File: config.mk
export PLATFORM = sky130hd
export DESIGN_NAME = sap1_control_sequencer_flat
export DESIGN_NICKNAME = d
export VERILOG_FILES = /design/src/rtl/sap1_control_sequencer_if.sv /design/src/rtl/sap1_control_sequencer.sv /design/src/flat_wrapper.sv
export SDC_FILE = /design/constraint.sdc
export NUM_CORES = 1
export LEC_CHECK = 0
export ABC_AREA = 1
export CORE_MARGIN = 2
export CORE_UTILIZATION = 34
export DETAILED_ROUTE_END_ITERATION = 8
export HOLD_SLACK_MARGIN = 0.15
export PLACE_DENSITY = 0.76
export SYNTH_ARGS = -nofsm -noshare
export SYNTH_HDL_FRONTEND = slang
export SYNTH_SLANG_ARGS = --single-unit
File: constraint.sdc
create_clock -name clk -period 1.4 [get_ports clk]
set_input_delay 0.28 -clock clk [delete_from_list [all_inputs] [get_ports clk]]
set_output_delay 0.28 -clock clk [all_outputs]
set_load 0.01 [all_outputs]
File: src/rtl/sap1_control_sequencer_if.sv
// Control bus between the SAP-1 sequencer (master) and the datapath/IR/flags side (slave).
interface sap1_control_sequencer_if;
   logic       pr_mode;
   logic [3:0] opcode;
   logic [3:0] flags;
   logic       halt;
   logic       reg_a_in, reg_a_out, reg_b_in, reg_b_out;
   logic       alu_out, alu_sub;
   logic       instr_in, instr_out;
   logic       mar_in, ram_in, ram_out;
   logic       reg_out;
   logic       pc_inc, pc_out, pc_jmp;
   logic [3:0] reg_flags_in;
   logic [3:0] step_out;

   modport master (
      input  pr_mode, opcode, flags,
      output halt, reg_a_in, reg_a_out, reg_b_in, reg_b_out, alu_out, alu_sub,
             instr_in, instr_out, mar_in, ram_in, ram_out, reg_out,
             pc_inc, pc_out, pc_jmp, reg_flags_in, step_out
   );

   modport slave (
      output pr_mode, opcode, flags,
      input  halt, reg_a_in, reg_a_out, reg_b_in, reg_b_out, alu_out, alu_sub,
             instr_in, instr_out, mar_in, ram_in, ram_out, reg_out,
             pc_inc, pc_out, pc_jmp, reg_flags_in, step_out
   );
endinterface

File: src/rtl/sap1_control_sequencer.sv
// SAP-1 T-step sequencer and control-strobe decoder.
// Optional macro SEQ_EARLY_END_EN: wrap to T0 after the last useful step of each instruction.
module sap1_control_sequencer (
   input logic                     clk,
   input logic                     rst,
   sap1_control_sequencer_if.master bus
);
   typedef enum logic [2:0] {T0 = 3'd0, T1 = 3'd1, T2 = 3'd2, T3 = 3'd3, T4 = 3'd4} step_e;

   localparam logic [3:0] OP_LDA = 4'd1;
   localparam logic [3:0] OP_ADD = 4'd2;
   localparam logic [3:0] OP_SUB = 4'd3;
   localparam logic [3:0] OP_STA = 4'd4;
   localparam logic [3:0] OP_LDI = 4'd5;
   localparam logic [3:0] OP_JMP = 4'd6;
   localparam logic [3:0] OP_JC  = 4'd7;
   localparam logic [3:0] OP_JZ  = 4'd8;
   localparam logic [3:0] OP_OUT = 4'd14;
   localparam logic [3:0] OP_HLT = 4'd15;

   step_e step_q, step_d, last_step;
   logic  halted_q, halted_d;
   logic  active, hlt_decode;

   always_ff @(posedge clk) begin
      if (!rst) begin
         step_q   <= T0;
         halted_q <= 1'b0;
      end else begin
         step_q   <= step_d;
         halted_q <= halted_d;
      end
   end

   always_comb begin
`ifdef SEQ_EARLY_END_EN
      case (bus.opcode)
         OP_LDA, OP_STA: last_step = T3;
         OP_ADD, OP_SUB: last_step = T4;
         default:        last_step = T2;
      endcase
`else
      last_step = T4;
`endif
   end

   assign hlt_decode = (step_q == T2) && (bus.opcode == OP_HLT);

   always_comb begin
      step_d   = step_q;
      halted_d = halted_q;
      if (bus.pr_mode) begin
         step_d = T0;
      end else if (halted_q) begin
         step_d = step_q;
      end else if (hlt_decode) begin
         halted_d = 1'b1;
         step_d   = T2;
      end else if (step_q == last_step) begin
         step_d = T0;
      end else begin
         step_d = step_e'(step_q + 3'd1);
      end
   end

   // Strobes are live only when running; halt itself survives halted but not reset/programming.
   assign active = rst && !bus.pr_mode && !halted_q;

   always_comb begin
      bus.halt         = rst && !bus.pr_mode && (halted_q || hlt_decode);
      bus.reg_a_in     = 1'b0;
      bus.reg_a_out    = 1'b0;
      bus.reg_b_in     = 1'b0;
      bus.reg_b_out    = 1'b0;
      bus.alu_out      = 1'b0;
      bus.alu_sub      = 1'b0;
      bus.instr_in     = 1'b0;
      bus.instr_out    = 1'b0;
      bus.mar_in       = 1'b0;
      bus.ram_in       = 1'b0;
      bus.ram_out      = 1'b0;
      bus.reg_out      = 1'b0;
      bus.pc_inc       = 1'b0;
      bus.pc_out       = 1'b0;
      bus.pc_jmp       = 1'b0;
      bus.reg_flags_in = 4'b0000;
      bus.step_out     = rst ? {1'b0, step_q} : 4'd0;
      if (active) begin
         case (step_q)
            T0: begin
               bus.pc_out = 1'b1;
               bus.mar_in = 1'b1;
            end
            T1: begin
               bus.ram_out  = 1'b1;
               bus.instr_in = 1'b1;
               bus.pc_inc   = 1'b1;
            end
            T2: begin
               case (bus.opcode)
                  OP_LDA, OP_ADD, OP_SUB, OP_STA: begin
                     bus.instr_out = 1'b1;
                     bus.mar_in    = 1'b1;
                  end
                  OP_LDI: begin
                     bus.instr_out = 1'b1;
                     bus.reg_a_in  = 1'b1;
                  end
                  OP_JMP: begin
                     bus.instr_out = 1'b1;
                     bus.pc_jmp    = 1'b1;
                  end
                  OP_JC: begin
                     bus.instr_out = bus.flags[0];
                     bus.pc_jmp    = bus.flags[0];
                  end
                  OP_JZ: begin
                     bus.instr_out = bus.flags[1];
                     bus.pc_jmp    = bus.flags[1];
                  end
                  OP_OUT: begin
                     bus.reg_a_out = 1'b1;
                     bus.reg_out   = 1'b1;
                  end
                  default: ;
               endcase
            end
            T3: begin
               case (bus.opcode)
                  OP_LDA: begin
                     bus.ram_out  = 1'b1;
                     bus.reg_a_in = 1'b1;
                  end
                  OP_ADD, OP_SUB: begin
                     bus.ram_out  = 1'b1;
                     bus.reg_b_in = 1'b1;
                  end
                  OP_STA: begin
                     bus.reg_a_out = 1'b1;
                     bus.ram_in    = 1'b1;
                  end
                  default: ;
               endcase
            end
            T4: begin
               if (bus.opcode == OP_ADD || bus.opcode == OP_SUB) begin
                  bus.alu_out      = 1'b1;
                  bus.reg_a_in     = 1'b1;
                  bus.alu_sub      = (bus.opcode == OP_SUB);
                  bus.reg_flags_in = 4'b0011;
               end
            end
            default: ;
         endcase
      end
   end
endmodule

File: src/flat_wrapper.sv
// flat-port wrapper written by rule: the top's interface ports become plain ports
module sap1_control_sequencer_flat 
  (clk, rst, bus_pr_mode, bus_opcode, bus_flags, bus_halt, bus_reg_a_in, bus_reg_a_out, bus_reg_b_in, bus_reg_b_out, bus_alu_out, bus_alu_sub, bus_instr_in, bus_instr_out, bus_mar_in, bus_ram_in, bus_ram_out, bus_reg_out, bus_pc_inc, bus_pc_out, bus_pc_jmp, bus_reg_flags_in, bus_step_out);
  sap1_control_sequencer_if bus_i ();
  input logic clk;
  input logic rst;
  input wire logic [$bits(bus_i.pr_mode)-1:0] bus_pr_mode;
  input wire logic [$bits(bus_i.opcode)-1:0] bus_opcode;
  input wire logic [$bits(bus_i.flags)-1:0] bus_flags;
  output wire logic [$bits(bus_i.halt)-1:0] bus_halt;
  output wire logic [$bits(bus_i.reg_a_in)-1:0] bus_reg_a_in;
  output wire logic [$bits(bus_i.reg_a_out)-1:0] bus_reg_a_out;
  output wire logic [$bits(bus_i.reg_b_in)-1:0] bus_reg_b_in;
  output wire logic [$bits(bus_i.reg_b_out)-1:0] bus_reg_b_out;
  output wire logic [$bits(bus_i.alu_out)-1:0] bus_alu_out;
  output wire logic [$bits(bus_i.alu_sub)-1:0] bus_alu_sub;
  output wire logic [$bits(bus_i.instr_in)-1:0] bus_instr_in;
  output wire logic [$bits(bus_i.instr_out)-1:0] bus_instr_out;
  output wire logic [$bits(bus_i.mar_in)-1:0] bus_mar_in;
  output wire logic [$bits(bus_i.ram_in)-1:0] bus_ram_in;
  output wire logic [$bits(bus_i.ram_out)-1:0] bus_ram_out;
  output wire logic [$bits(bus_i.reg_out)-1:0] bus_reg_out;
  output wire logic [$bits(bus_i.pc_inc)-1:0] bus_pc_inc;
  output wire logic [$bits(bus_i.pc_out)-1:0] bus_pc_out;
  output wire logic [$bits(bus_i.pc_jmp)-1:0] bus_pc_jmp;
  output wire logic [$bits(bus_i.reg_flags_in)-1:0] bus_reg_flags_in;
  output wire logic [$bits(bus_i.step_out)-1:0] bus_step_out;
  assign bus_i.pr_mode = bus_pr_mode;
  assign bus_i.opcode = bus_opcode;
  assign bus_i.flags = bus_flags;
  assign bus_halt = bus_i.halt;
  assign bus_reg_a_in = bus_i.reg_a_in;
  assign bus_reg_a_out = bus_i.reg_a_out;
  assign bus_reg_b_in = bus_i.reg_b_in;
  assign bus_reg_b_out = bus_i.reg_b_out;
  assign bus_alu_out = bus_i.alu_out;
  assign bus_alu_sub = bus_i.alu_sub;
  assign bus_instr_in = bus_i.instr_in;
  assign bus_instr_out = bus_i.instr_out;
  assign bus_mar_in = bus_i.mar_in;
  assign bus_ram_in = bus_i.ram_in;
  assign bus_ram_out = bus_i.ram_out;
  assign bus_reg_out = bus_i.reg_out;
  assign bus_pc_inc = bus_i.pc_inc;
  assign bus_pc_out = bus_i.pc_out;
  assign bus_pc_jmp = bus_i.pc_jmp;
  assign bus_reg_flags_in = bus_i.reg_flags_in;
  assign bus_step_out = bus_i.step_out;
  sap1_control_sequencer u_core (.clk(clk), .rst(rst), .bus(bus_i));
endmodule
**Run 1: track usage over the die**

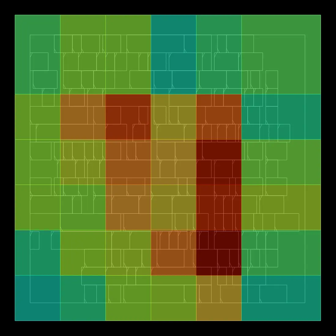
global routing met3 resource utilization: 4.706%
post-route core utilization: 75.09%
GR Layer Usage met2: 40.28%
global-route track usage on met1: 21.45%

**Run 1: metal 1**

Bar = 10 um. Supply wires on this layer in grey. Cells faint in the background.
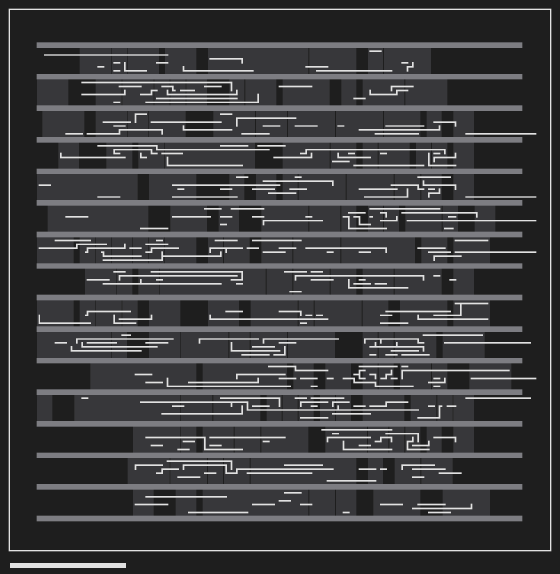
The layer carries 876 um of wire. The wires run mostly horizontal. The longest straight run is 14.7 um. The layer holds 37% of the routed length.

**Run 1: the metal 2 layer**

Bar = 10 um. Cells faint in the background.
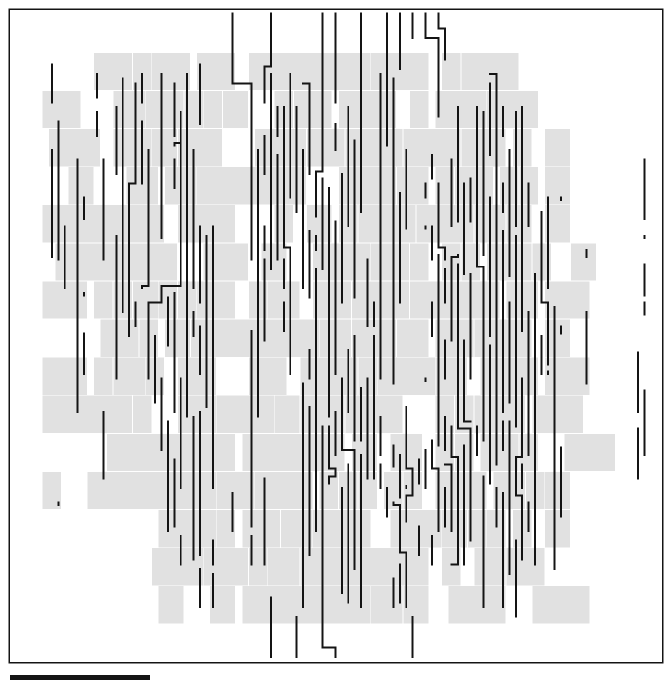
143 nets have wire on it. The wires run mostly vertical. The layer carries 1330 um of wire. The layer holds 57% of the routed length.

**Run 1: wiring by layer**

Two of the layers only.
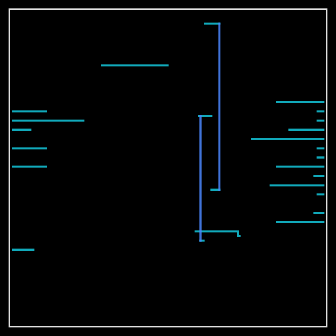
Key: cyan = M3 [wire length 103 um]; blue = M4 [wire length 42.8 um]

==> run notes, run 1 <==
Implementation numbers.

- The flow ran to the end, but the final reports show violations.
- The checks that failed: setup timing.
- The y dimension of the die reads 46.55 um.
- The delay of the slowest critical-path stage reads 360 ps.
- The mean area per synthesized cell is 5.700 um^2.
- The number of antenna violations at the first check in global routing is 0.
- The main logic family after synthesis is simple AND/OR/NAND/NOR gates.
- The final critical-path share of the clock period reads 117.5%.
- The floorplan report lists the tap cell count as 25.
- The number of different library cells in the post-synthesis netlist reads 21.
- The warning count from the yosys run reads 0.
- The sequential cell count of the final layout is 4.
- The simple-gate portion of the synthesized area is 46.14%.
- Excluding fillers, the count of instances in the completed layout stands at 183.
- After detailed placement, the design holds a cell count of 175.
- The top-area cell type share of the netlist area is 15.85%.
- The count of nets left with antenna violations after detail routing is 0.
- Setup repair after global routing could not meet its margin everywhere.
- The number of clock buffers in the layout is 3.
- The total stage count of the critical path reads 9.
- The wire length reported by the detailed router is 2.353 mm.
- The CTS clock-pin slew for the worst setup and hold paths reads 40 ps.
- The most frequent standard cell in the layout excluding fill and tap cells reads sky130_fd_sc_hd__nand2_1.
- Setup violations remaining at the end of the flow were counted as 17.
- The sum of net half-perimeters after detailed placement is 1.446 mm.
- For this run, the detailed router's first-pass iteration total came to 4.
- The final layout contains 176 nets.
- The ratio of total power to cell area reads 360.6 nW/um^2.
- The count of buffer and inverter cells on the critical path is 3.
- Detailed routing placed a total of 102 um of wire on met3.
- The number of fill cells in the layout is 116.
- The number of rows in the core area is 15.
- Routability-driven placement finished with a final weighted congestion of 0.8588.
- After clock tree synthesis, the setup repair step added 5 buffers.
- The wire length per cell after detailed routing is 12.86 um.
- Across all stage logs, warnings added up to 33.
- The source of the critical timing path reads u_core.step_q[0].
- The logic gate fraction of the total cell area is 49.85%.
- In the layout the commonest cells are sky130_fd_sc_hd__nand2_1, sky130_fd_sc_hd__buf_4, sky130_fd_sc_hd__buf_2.
- The final layout report lists a non-clock inverter count of 19.
- The worst path required time is 1120 ps.
- The endpoint arrival time on the critical path is 1360 ps.
- The remaining design rule violation count is 0.
- The total of hold buffers inserted after clock tree synthesis is 0.
- The capture point of the worst reg-to-reg path reads u_core.step_q[0].
- The via count is 850.
- The source of the worst register-to-register timing path reads u_core.step_q[1].
- The clock tree from TritonCTS is done.
- The worst setup margin is -244.8 ps.
- The width of the chip reads 46.55 um.
- The synthesis report lists the most area-consuming cells as sky130_fd_sc_hd__nand2_1, sky130_fd_sc_hd__dfxtp_1, sky130_fd_sc_hd__nor2_1.
- The share of the synthesized netlist area taken by xor and xnor gates is 0%.
- The worst setup path is captured at an output port.
- The kind of cell with the highest combined delay on the critical path reads flip-flops.
- The sequential cell area fraction in the yosys report reads 13.01%.
- The final power report lists total power as 0.4625 mW.
- The cell count after synthesis came out at 108.
- The sequential cells in the finished layout cover a total of 92.59 um^2.
- The cell-internal power reads 0.2996 mW.
- In this run the maximum-capacitance check reported violations numbering 0.
- The final sum of negative setup slack reads -3197 ps.
- The switching power summed over all nets reads 0.1629 mW.
- The total standard cell area after synthesis reads 615.6 um^2.
- Across the VDD grid, the largest voltage drop is 410.4 uV.
- The layout buffer count excluding clock buffers reads 51.
- The portion of the layout cell area used by non-clock buffers reads 31.80%.
- The overall overflow remaining after global route reads 0.
- The most utilized layer in the global route result reads met2.
- The leakage component of the power reads 0.6335 nW.
- The number of clock sinks seen by CTS is 4.
- The met2 layer wire length in the routed design is 1.332 mm.
- The total CTS buffers reads 3.
- The area fraction in full adders, half adders and majority gates reads 10.16%.
- Hold-check failures listed in the final report amount to 0.
- The min-delay analysis places its worst path in the category input pin to flip-flop.
- The highest layer used for signal routing is met4.
- The wire length of the first global-routing pass reads 3.160 mm.
- After detailed placement, the total cell area comes to 1035 um^2.
- The startpoint identified for the worst hold timing path is rst.
- The number of I/O port buffers is 28.
- The fraction of layout cells with a size suffix above 1 reads 62.66%.
- The compound-gate portion of the synthesized area reads 9.756%.
-- run 1: synth_stat cells --
cell / n
sky130_fd_sc_hd__dfxtp_1: 4
sky130_fd_sc_hd__ha_1: 5
sky130_fd_sc_hd__nand3_1: 8
sky130_fd_sc_hd__nand4_1: 1
sky130_fd_sc_hd__nor2_1: 17
sky130_fd_sc_hd__buf_4: 7
sky130_fd_sc_hd__a21oi_1: 4
sky130_fd_sc_hd__nor2_2: 4
sky130_fd_sc_hd__nand3_4: 1
sky130_fd_sc_hd__inv_2: 5
sky130_fd_sc_hd__a21oi_2: 2
sky130_fd_sc_hd__nand2_2: 2
sky130_fd_sc_hd__o211ai_1: 1
sky130_fd_sc_hd__nand2_1: 26
sky130_fd_sc_hd__conb_1: 1
sky130_fd_sc_hd__inv_1: 13
sky130_fd_sc_hd__o21ai_0: 2
sky130_fd_sc_hd__o21ai_1: 1
sky130_fd_sc_hd__nor3_1: 2
sky130_fd_sc_hd__clkinv_2: 1
sky130_fd_sc_hd__nand2_4: 1
-- run 1: power by group through the flow --
stage | combinational (mW) | clock (mW) | sequential, mW
floorplan | 0.0753 | 0 | 0.123
global placement | 0.149 | 0 | 0.123
detailed placement | 0.152 | 0 | 0.123
CTS | 0.173 | 0.147 | 0.123
global route | 0.210 | 0.157 | 0.122
finish | 0.195 | 0.146 | 0.122
-- run 1: metrics by stage --
step / utilization, % / setup slack [ps]
2_1_floorplan: - / 11.95
3_3_place_gp: 60.59 / -775.8
3_5_place_dp: 60.59 / -788.2
4_1_cts: 68.86 / -260.3
5_1_grt: 75.09 / -340.3
6_report: 75.09 / -244.8
-- run 1: sequential cells by signal, indices dropped and copies added (netlist names) --
| signal | flops |
|---|---|
| u_core.halted_q | 1 |
| u_core.step_q | 3 |
**Run 1: drive-strength map**

Bar = 10 um.
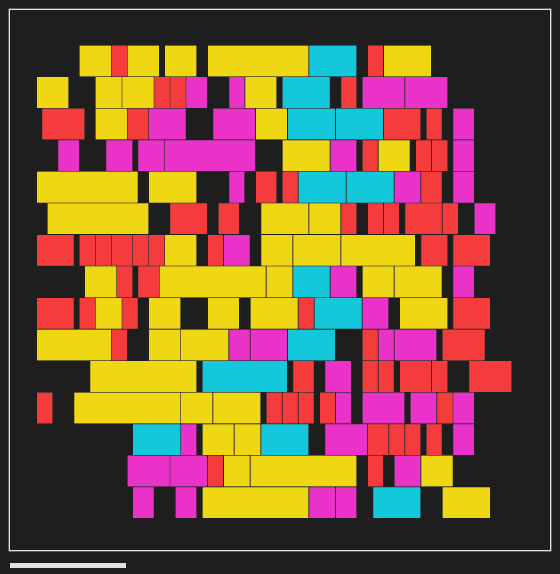

## Run 2: what changed since run 1
--- a/config.mk
+++ b/config.mk
@@ -5,12 +5,12 @@
 export SDC_FILE = /design/constraint.sdc
 export NUM_CORES = 1
 export LEC_CHECK = 0
-export ABC_AREA = 1
+export ABC_AREA = 0
 export CORE_MARGIN = 2
 export CORE_UTILIZATION = 34
 export DETAILED_ROUTE_END_ITERATION = 8
 export HOLD_SLACK_MARGIN = 0.15
-export PLACE_DENSITY = 0.76
+export PLACE_DENSITY = 0.74
 export SYNTH_ARGS = -nofsm -noshare
 export SYNTH_HDL_FRONTEND = slang
 export SYNTH_SLANG_ARGS = --single-unit
**Run 2: drive-strength map**

Bar = 10 um.
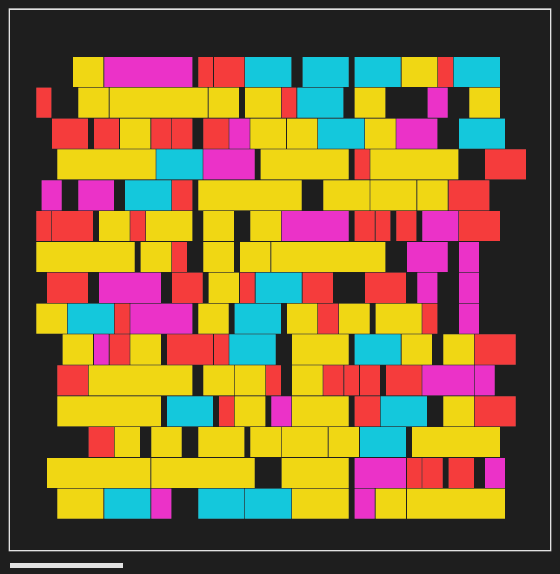
Key: cyan = x6 and larger [cells 20, share 13%]; yellow = x3 and x4 [cells 61, share 40%]; magenta = x2 [cells 24, share 16%]; red = x1 and smaller [cells 47, share 31%]

**Run 2: track usage over the die**

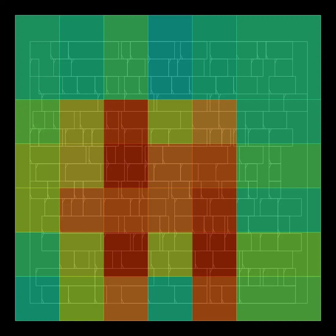
wire per inst: 15.79 um
global-route track usage on met1: 23.32%
global route hottest layer: met2

==> run notes, run 2 <==
Implementation numbers.

- The kind of cell with the highest combined delay on the critical path reads AND-OR/OR-AND gates.
- After synthesis, the most frequently instantiated cells are sky130_fd_sc_hd__buf_4, sky130_fd_sc_hd__a21oi_1, sky130_fd_sc_hd__inv_1, sky130_fd_sc_hd__nand2_1, sky130_fd_sc_hd__nor3_1.
- Looking at the reg2reg group, the worst path ends at u_core.step_q[1].
- The power after layout reads 0.5344 mW (+16%).
- The flow ran to the end, but the final reports show violations.
- The sequential cell area came to 92.59 um^2 (unchanged).
- The number of different library cells in the post-synthesis netlist reads 36 (+71%).
- The number of nets in the finished design reads 169 (-4.0%).
- The final critical-path share of the clock period came to 135.2% (+18 points).
- The warning count from the yosys run was 0 (unchanged).
- The area fraction in full adders, half adders and majority gates is 9.671% (-0.49 points).
- The worst slack after detailed placement reads -976.1 ps (-188.0 ps).
- The number of warnings the tools reported is 34 (+3.0%).
- The most frequent standard cell in the layout excluding fill and tap cells reads sky130_fd_sc_hd__buf_4.
- The source of the worst register-to-register timing path reads u_core.step_q[0].
- The capturing element type of the critical path reads an output port.
- The sum of net half-perimeters after detailed placement reads 1.646 mm (+14%).
- The count of buffer and inverter cells on the critical path is 2 (-1).
- The wire length reported by the detailed router reads 2.795 mm (+19%).
- The final count of negative-setup-slack endpoints is 19 (+2).
- The path class of the lowest-slack min-delay path is flip-flop to flip-flop.
- Setup repair after global routing could not meet its margin everywhere.
- The ratio of total power to cell area is 362.3 nW/um^2 (+0.46%).
- The endpoint arrival time on the critical path is 1610 ps (+250 ps).
- The worst setup margin is -493.1 ps (-248.3 ps).
- The wire length of the first global-routing pass is 3.753 mm (+19%).
- The width of the chip is 47.62 um (+2.3%).
- The largest register by flop count is u_core.step_q.
- In the final layout, the registers with the most flip-flops are u_core.step_q: 3 flops, u_core.halted_q: 1 flops.
- The total standard cell area after synthesis is 646.9 um^2 (+5.1%).
- The number of violations of the max-capacitance limit reads 0 (unchanged).
- The sequential cell area fraction in the yosys report reads 12.38% (-0.63 points).
- The total of hold buffers inserted after clock tree synthesis is 0 (unchanged).
- The share of synthesized registers carrying an async set or reset is 0% (unchanged).
- The checks that failed: setup timing.
- The number of fill cells in the layout came to 112 (-3.4%).
- The placed cell area came to 1181 um^2 (+14%).
- The mean area per synthesized cell came to 7.435 um^2 (+30%).
- The placed instance count is 161 (-8.0%).
- The worst ir drop on vdd is 426.5 uV (+3.9%).
- The number of rows in the core area is 15 (unchanged).
- Leaving out fill and tap cells, the most frequent cells in the layout are sky130_fd_sc_hd__buf_4, sky130_fd_sc_hd__buf_6, sky130_fd_sc_hd__buf_2.
- The weighted congestion at the end of routability-driven global placement is 0.9391 (+9.4%).
- The compound-gate portion of the synthesized area came to 19.34% (+9.6 points).
- The flip-flop count of the largest register, all copies and words added is 3 (unchanged).
- The count of library flops with an enable pin reads 0 (unchanged).
- The remaining design rule violation count is 0 (unchanged).
- The switching power summed over all nets is 0.1753 mW (+7.6%).
- The source of the worst hold timing path is u_core.halted_q.
- The count of nets left with antenna violations after detail routing is 0 (unchanged).
- The delay of the slowest critical-path stage was 360 ps (about the same).
- The leakage component of the power reads 0.6653 nW (+5.0%).
- The cell-internal power came to 0.3591 mW (+20%).
- The main logic family after synthesis reads simple AND/OR/NAND/NOR gates.
- The number of antenna violations at the first check in global routing came to 0 (unchanged).
- The final sum of negative setup slack reads -5915 ps (-2717 ps).
- The main area contributors are sky130_fd_sc_hd__dfxtp_1, sky130_fd_sc_hd__buf_4, sky130_fd_sc_hd__ha_1.
-- run 2: area by class of cell --
type                    instances  area share (%)
multi-input cells              68           48.18
repair buffers                 70           39.95
flip-flops and latches          4           6.277
well taps                      25           2.120
clock buffers                   4           1.781
inverters                       6           1.696
-- run 2: what timing repair did --
| item | 4_1_cts | 5_1_grt |
|---|---|---|
| resized | 112 | 32 |
| setup buffers | 11 | 7 |
| pin swaps | 15 | 13 |
| gates cloned | 0 | 0 |
| setup endpoints to repair | 21 | 24 |
-- run 2: power groups by stage --
stage | Sequential, mW | Clock [mW] | Combinational, mW
floorplan | 0.124 | 0 | 0.0941
global placement | 0.124 | 0 | 0.176
detailed placement | 0.124 | 0 | 0.182
CTS | 0.122 | 0.162 | 0.213
global route | 0.120 | 0.175 | 0.273
finish | 0.120 | 0.156 | 0.258
-- run 2: worst max-delay path by stage --
stage / startpoint / cells past startpoint / end / slack [ps]
final: u_core.step_q[0] / 6 / bus_reg_a_in / -490
after global routing: u_core.step_q[0] / 6 / bus_reg_a_in / -530
after CTS: u_core.step_q[0] / 6 / bus_reg_a_in / -500
after detailed placement: bus_opcode[2] / 5 / bus_reg_a_in / -980
after global placement: bus_opcode[2] / 5 / bus_reg_a_in / -940
after floorplan: u_core.halted_q / 4 / bus_alu_sub / -160
-- run 2: worst reg2reg max path, delay by kind of cell (launching register included) --
family | cells | cell delay (ps)
AND-OR/OR-AND | 1 | 200
adder cells (fa/ha/maj) | 1 | 150
buffers and inverters | 3 | 290
flip-flops | 1 | 360
AND/OR/NAND/NOR | 2 | 350
-- run 2: per-layer routing --
metal / vias up / GRT usage, % / part of all wire, %
met5: - / 0 / 0
met4: 0 / 12.97 / 1.3
met3: 6 / 3.774 / 3.6
met2: 31 / 46.22 / 57
met1: 437 / 23.32 / 38
li1: 435 / - / -
Power is estimated from default activity; no workload was simulated.
